**Run 1: congestion heat map**

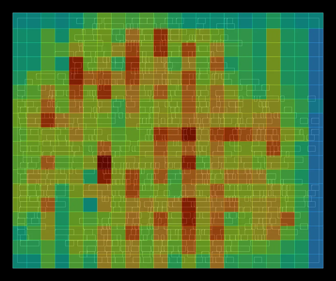
**Run 1: the metal 2 layer**

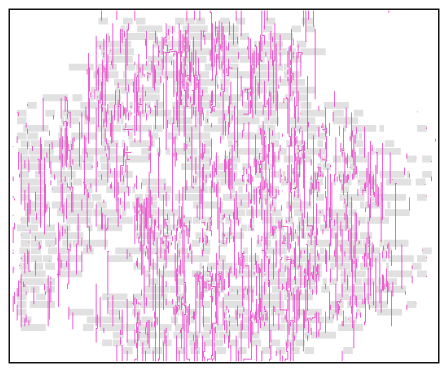
**Run 1: wiring by layer**

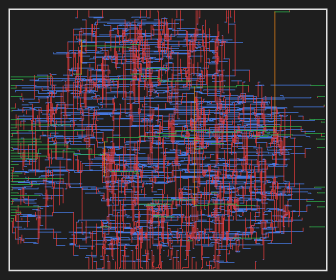
File: config.mk
export PLATFORM = sky130hd
export DESIGN_NAME = jtcop_bac06_fetch
export DESIGN_NICKNAME = d
export VERILOG_FILES = /design/src/rtl/jtcop_bac06_pkg.sv /design/src/rtl/jtcop_bac06_draw.sv /design/src/rtl/jtcop_bac06_fetch.sv
export SDC_FILE = /design/constraint.sdc
export NUM_CORES = 1
export LEC_CHECK = 0
export ABC_CLOCK_PERIOD_IN_PS = 5600
export CORE_AREA = 2 2 150 123
export DETAILED_ROUTE_END_ITERATION = 10
export DIE_AREA = 0 0 152 125
export GPL_ROUTABILITY_DRIVEN = 0
export GPL_TIMING_DRIVEN = 0
export HOLD_SLACK_MARGIN = 0.06
export PLACE_DENSITY = 0.69
export SKIP_LAST_GASP = 1
export SLEW_MARGIN = 20
export SYNTH_ARGS = -nofsm -noshare
export SYNTH_HDL_FRONTEND = slang
export SYNTH_SLANG_ARGS = --single-unit
File: constraint.sdc
create_clock -name clk -period 5.6 [get_ports clk]
set_input_delay 1.12 -clock clk [delete_from_list [all_inputs] [get_ports clk]]
set_output_delay 1.12 -clock clk [all_outputs]
set_load 0.03 [all_outputs]
File: src/rtl/jtcop_bac06_pkg.sv
// +----------------------------------------------------------------------------+
// | Module   : jtcop_bac06_pkg                                                 |
// | Purpose  : Shared types and helpers for the BAC06 per-line tile fetcher:   |
// |            FSM state encoding, tile/line geometry, buffer-x mapping.       |
// | Revision : 1.0 - initial release                                           |
// +----------------------------------------------------------------------------+
`default_nettype none

package jtcop_bac06_pkg;

  localparam int c_TILE_W = 8;    // pixels per tile row
  localparam int c_LINE_W = 256;  // visible pixels per line

  typedef enum logic [2:0] {
    ST_IDLE = 3'd0,
    ST_MAP  = 3'd1,
    ST_MAPW = 3'd2,
    ST_ROM0 = 3'd3,
    ST_ROM1 = 3'd4,
    ST_DRAW = 3'd5,
    ST_FIN  = 3'd6
  } state_t;

  // Screen x is a 10-bit two's complement value; only 0..255 lands in the buffer.
  function automatic logic x_visible(input logic [9:0] x);
    return x[9:8] == 2'b00;
  endfunction

  // Buffer address for screen x, mirrored when the screen is flipped.
  function automatic logic [8:0] buf_x(input logic [9:0] x, input logic flip);
    logic [7:0] mirrored;
    mirrored = 8'(c_LINE_W - 1) - x[7:0];
    return {1'b0, flip ? mirrored : x[7:0]};
  endfunction

endpackage

`default_nettype wire

File: src/rtl/jtcop_bac06_draw.sv
// +----------------------------------------------------------------------------+
// | Module   : jtcop_bac06_draw                                                |
// | Purpose  : Emits the 8 pixels of one fetched tile row, one per clock,      |
// |            computing screen x, horizontal clipping and flip mirroring.     |
// | Ports    : load/pix_in/pal/tile/fx/flip start a tile; abort kills it;      |
// |            buf_addr/buf_data/buf_we drive the line buffer; last flags the  |
// |            cycle carrying the eighth pixel.                                |
// | Revision : 1.0 - initial release                                           |
// +----------------------------------------------------------------------------+
`default_nettype none

module jtcop_bac06_draw
  import jtcop_bac06_pkg::*;
(
  input  logic        clk,
  input  logic        rst,
  input  logic        load,
  input  logic        abort,
  input  logic [31:0] pix_in,
  input  logic [3:0]  pal,
  input  logic [5:0]  tile,
  input  logic [2:0]  fx,
  input  logic        flip,
  output logic [8:0]  buf_addr,
  output logic [7:0]  buf_data,
  output logic        buf_we,
  output logic        last
);

  logic [27:0] r_sh;      // pixels still to be emitted, leftmost in [27:24]
  logic [2:0]  r_cnt;     // index of the pixel currently on the outputs
  logic        r_active;
  logic [9:0]  r_x;
  logic [3:0]  r_pal;
  logic        r_flip;

  logic [9:0]  w_x0;
  logic [9:0]  w_xn;

  // Leftmost pixel x = tile*8 - fine scroll; goes negative for tile 0.
  assign w_x0 = {1'b0, tile, 3'b000} - {7'd0, fx};
  assign w_xn = r_x + 10'd1;
  assign last = r_active && (r_cnt == 3'(c_TILE_W - 1));

  // The first pixel is presented on the same edge that loads the tile so the
  // whole row occupies exactly the 8 cycles the fetcher spends in DRAW.
  always_ff @(posedge clk or posedge rst) begin
    if (rst) begin
      r_sh     <= '0;
      r_cnt    <= '0;
      r_active <= 1'b0;
      r_x      <= '0;
      r_pal    <= '0;
      r_flip   <= 1'b0;
      buf_addr <= '0;
      buf_data <= '0;
      buf_we   <= 1'b0;
    end else if (abort) begin
      r_active <= 1'b0;
      buf_we   <= 1'b0;
    end else if (load) begin
      r_active <= 1'b1;
      r_cnt    <= '0;
      r_x      <= w_x0;
      r_sh     <= pix_in[27:0];
      r_pal    <= pal;
      r_flip   <= flip;
      buf_we   <= x_visible(w_x0);
      buf_addr <= buf_x(w_x0, flip);
      buf_data <= {pal, pix_in[31:28]};
    end else if (r_active) begin
      if (last) begin
        r_active <= 1'b0;
        buf_we   <= 1'b0;
      end else begin
        r_cnt    <= r_cnt + 3'd1;
        r_x      <= w_xn;
        r_sh     <= {r_sh[23:0], 4'h0};
        buf_we   <= x_visible(w_xn);
        buf_addr <= buf_x(w_xn, r_flip);
        buf_data <= {r_pal, r_sh[27:24]};
      end
    end
  end

endmodule

`default_nettype wire

File: src/rtl/jtcop_bac06_fetch.sv
// +----------------------------------------------------------------------------+
// | Module   : jtcop_bac06_fetch                                               |
// | Purpose  : Per-scanline tile fetch sequencer for one BAC06 tilemap layer.  |
// |            Walks a map RAM row, fetches 4bpp tile rows from ROM and writes |
// |            256 palette-tagged pixels into a line buffer.                   |
// | Ports    : line_st/vrender/scrx/scry/flip/bank - line request and setup    |
// |            ram_addr/ram_dout                   - map RAM (1 clk latency)   |
// |            rom_cs/rom_addr/rom_data/rom_ok     - ROM slot handshake        |
// |            buf_addr/buf_data/buf_we            - line buffer write port    |
// |            busy/done                           - line status               |
// | Revision : 1.0 - initial release                                           |
// +----------------------------------------------------------------------------+
`default_nettype none

module jtcop_bac06_fetch
  import jtcop_bac06_pkg::*;
#(
  parameter int MAP_AW = 10,
  parameter int NTILES = 33
) (
  input  logic              clk,
  input  logic              rst,
  input  logic              line_st,
  input  logic [8:0]        vrender,
  input  logic [9:0]        scrx,
  input  logic [9:0]        scry,
  input  logic              flip,
  input  logic              bank,
  output logic [MAP_AW-1:0] ram_addr,
  input  logic [15:0]       ram_dout,
  output logic              rom_cs,
  output logic [16:0]       rom_addr,
  input  logic [15:0]       rom_data,
  input  logic              rom_ok,
  output logic [8:0]        buf_addr,
  output logic [7:0]        buf_data,
  output logic              buf_we,
  output logic              busy,
  output logic              done
);

  localparam int c_HW = MAP_AW / 2;

  state_t          r_st;
  logic [5:0]      r_t;        // tile counter, 0..NTILES-1
  logic [c_HW-1:0] r_maprow;
  logic [c_HW-1:0] r_x0;
  logic [2:0]      r_fy;
  logic [2:0]      r_fx;
  logic            r_skip;     // first cycle after rom_addr changed: rom_ok is stale
  logic [15:0]     r_w0;       // left half of the tile row
  logic [3:0]      r_pal;

  logic [7:0]      w_yrow;
  logic            w_load;
  logic            w_last;
  logic            w_final;
  logic [c_HW-1:0] w_col_next;
  logic            w_unused;

  assign w_yrow     = vrender[7:0] + scry[7:0];
  assign w_load     = (r_st == ST_ROM1) && !r_skip && rom_ok && !line_st;
  assign w_final    = (r_t == 6'(NTILES - 1));
  assign w_col_next = r_x0 + c_HW'(r_t + 6'd1);
  assign w_unused   = ^{vrender[8], scrx[9:8], scry[9:8]};

  always_ff @(posedge clk or posedge rst) begin
    if (rst) begin
      r_st     <= ST_IDLE;
      r_t      <= '0;
      r_maprow <= '0;
      r_x0     <= '0;
      r_fy     <= '0;
      r_fx     <= '0;
      r_skip   <= 1'b0;
      r_w0     <= '0;
      r_pal    <= '0;
      ram_addr <= '0;
      rom_cs   <= 1'b0;
      rom_addr <= '0;
      busy     <= 1'b0;
      done     <= 1'b0;
    end else if (line_st) begin
      // A new line always wins, including over a line still in flight.
      r_maprow <= c_HW'(w_yrow[7:3]);
      r_fy     <= w_yrow[2:0];
      r_x0     <= c_HW'(scrx[7:3]);
      r_fx     <= scrx[2:0];
      r_t      <= '0;
      r_skip   <= 1'b0;
      ram_addr <= {c_HW'(w_yrow[7:3]), c_HW'(scrx[7:3])};
      rom_cs   <= 1'b0;
      busy     <= 1'b1;
      done     <= 1'b0;
      r_st     <= ST_MAP;
    end else begin
      case (r_st)
        ST_IDLE: ;
        ST_MAP:  r_st <= ST_MAPW;
        ST_MAPW: begin
          r_pal    <= ram_dout[15:12];
          rom_addr <= {bank, ram_dout[11:0], r_fy, 1'b0};
          rom_cs   <= 1'b1;
          r_skip   <= 1'b1;
          r_st     <= ST_ROM0;
        end
        ST_ROM0: begin
          if (r_skip) begin
            r_skip <= 1'b0;
          end else if (rom_ok) begin
            r_w0        <= rom_data;
            rom_addr[0] <= 1'b1;
            r_skip      <= 1'b1;
            r_st        <= ST_ROM1;
          end
        end
        ST_ROM1: begin
          if (r_skip) begin
            r_skip <= 1'b0;
          end else if (rom_ok) begin
            rom_cs <= 1'b0;
            r_st   <= ST_DRAW;
          end
        end
        ST_DRAW: begin
          if (w_last) begin
            if (w_final) begin
              busy <= 1'b0;
              done <= 1'b1;
              r_st <= ST_FIN;
            end else begin
              r_t      <= r_t + 6'd1;
              ram_addr <= {r_maprow, w_col_next};
              r_st     <= ST_MAP;
            end
          end
        end
        ST_FIN: begin
          done <= 1'b0;
          r_st <= ST_IDLE;
        end
        default: r_st <= ST_IDLE;
      endcase
    end
  end

  jtcop_bac06_draw u_draw (
    .clk      (clk),
    .rst      (rst),
    .load     (w_load),
    .abort    (line_st),
    .pix_in   ({r_w0, rom_data}),
    .pal      (r_pal),
    .tile     (r_t),
    .fx       (r_fx),
    .flip     (flip),
    .buf_addr (buf_addr),
    .buf_data (buf_data),
    .buf_we   (buf_we),
    .last     (w_last)
  );

endmodule

`default_nettype wire

==> reports/qor.csv, run 1 <==
stage;metric;value;unit
run_status;outcome;completed;
routing;DRC errors left;0;
run;Tool Warnings;33;
setup_path;Worst Reg-to-Reg Cells;8;
finish;logic area;0.00337;mm²
sta;Slew headroom;0.599;
routing;WL final;16.9;mm
routing;average wire per standard cell;16.3;µm
logic_synthesis;Area leader share;0.487;
worst_hold_path;Worst Hold Class;reg -> reg;
logic_synthesis;Top cells by area;dfrtp_1, mux2i_1, mux2_2, nand2_1, o21ai_0;
finish;fill count;1578;
logic_synthesis;ys cells;665;
routing;initial DRC count;263;
power;Clk power;0.00115;W
power;Seq group;0.00141;W
logic_synthesis;Post-synth EDFFs;0;
worst_hold_path;hold path cells;2;
clock_network;CTS root buffer;clkbuf_16;
clock_network;setup bufs post-CTS;0;
finish;largest registers;u_draw.r_sh (28), rom_addr (17), r_w0 (16);
logic_synthesis;yosys stat area;0.00719;mm²
setup_path;origin of the worst setup path;vrender[0];
finish;Leading cell kind;sequential cells;
finish;dominant logic cell type in the layout;dfrtp_1;
power;total power;0.00350;W
clock_network;H-Tree Depth;4;
die;num ports;115;
logic_synthesis;Top non-seq family;multiplexers;
## Picture notes: 'congestion heat map'
met2 Use GR: 0.283
fin util: 0.519
GRT Overall Usage: 0.187
GR Util met3: 0.0551

## Picture notes: 'the metal 2 layer'
- longest straight run: 51.7 µm
- nets with wire on the layer: 747
- wire length on this layer: 7490 µm

## Picture notes: 'wiring by layer'
- orange: met4 (wire length 148 µm)
- red: met2 (wire length 7490 µm)
- blue: met1 (wire length 8410 µm)
- green: met3 (wire length 841 µm)

==> run 1 -> run 2 <==
- ABC_CLOCK_PERIOD_IN_PS: 5600 -> 2710
- PLACE_DENSITY: 0.69 -> 0.71
- clock period: 5.6 -> 2.71 ns (I/O delays scaled with it)
==> run 2 against run 1 <==
Effect of this change:
- non-clock buffer count up 4
- clock skew about the same
- power up 110%
- synthesized cell count unchanged
- register-to-register slack worse by 2.9 ns
- clock power up 110%
- sequential power up 110%
- design area up 1.1%
- sequential share of layout area down 0.41 points
- via count down 0.41%
- die size unchanged
==> reports/qor.csv, run 2 <==
stage;metric;value;unit
finish;largest registers;u_draw.r_sh (28), rom_addr (17), r_w0 (16);
routing;DRC errors left;0;
finish;Leading cell kind;sequential cells;
finish;fin util;0.525;
setup_path;origin of the worst setup path;vrender[0];
logic_synthesis;net count after synthesis;752;
clock_network;CTS root buffer;clkbuf_16;
logic_synthesis;Top cells by area;dfrtp_1, mux2i_1, mux2_2, nand2_1, o21ai_0;
die;num ports;115;
logic_synthesis;Area leader share;0.487;
finish;dominant logic cell type in the layout;dfrtp_1;
finish;logic area;0.00337;mm²
run;Max-cap violations;0;
finish;clock buffer count in the final layout;19;
setup_path;Critical Path Sink Type;flip-flop;
run_status;outcome;completed;
global_route;met2 Use GR;0.289;
run;Tool Warnings;33;
logic_synthesis;ys cells;665;
sta;Slew headroom;0.564;
routing;average wire per standard cell;16.5;µm
logic_synthesis;Post-synth EDFFs;0;
logic_synthesis;Cell Type Count;59;
power;switching share of power;0.302;
power;net switching power;0.00221;W
power;Clk power;0.00247;W
sta;max-slew violations;0;
clock_network;setup bufs post-CTS;0;
clock_network;H-Tree Depth;4;
power;Seq group;0.00292;W
setup_path;RR Startpoint;r_t[1]$_DFFE_PP0P_;
routing;initial DRC count;342;
global_route;GR Util met3;0.0572;
power;Internal;0.00510;W
logic_synthesis;top cells by count;dfrtp_1, nand2_1, o21ai_0;
setup_path;Worst Reg-to-Reg Cells;8;
worst_hold_path;hold path cells;2;
power;total power;0.00732;W
logic_synthesis;yosys stat area;0.00719;mm²
logic_synthesis;Top non-seq family;multiplexers;
power;worst vdd ir;538;µV
finish;Non-Clock Buffer Area Fraction;0.155;
power;Gate power share;0.264;
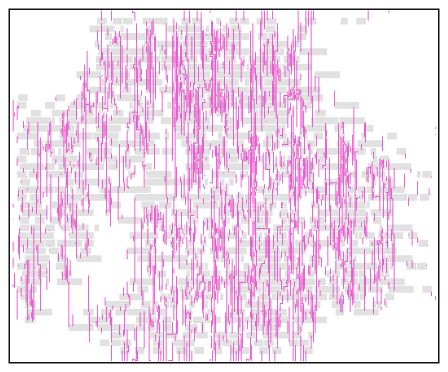
**Above:** run 2 (the metal 2 layer).
- longest straight run: 56.4 µm
- wire length on this layer: 7810 µm

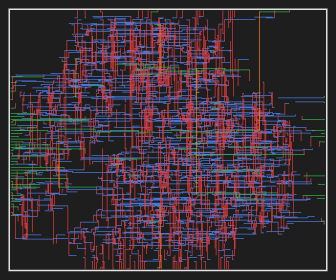
**Above:** run 2 (wiring by layer).
- green: met3 (wire length 943 µm)
- red: met2 (wire length 7810 µm)
- blue: met1 (wire length 8110 µm)
- orange: met4 (wire length 212 µm)
WL final: 17.1 mm
GRT Overall Usage: 0.186

Power is estimated from default activity; no workload was simulated.
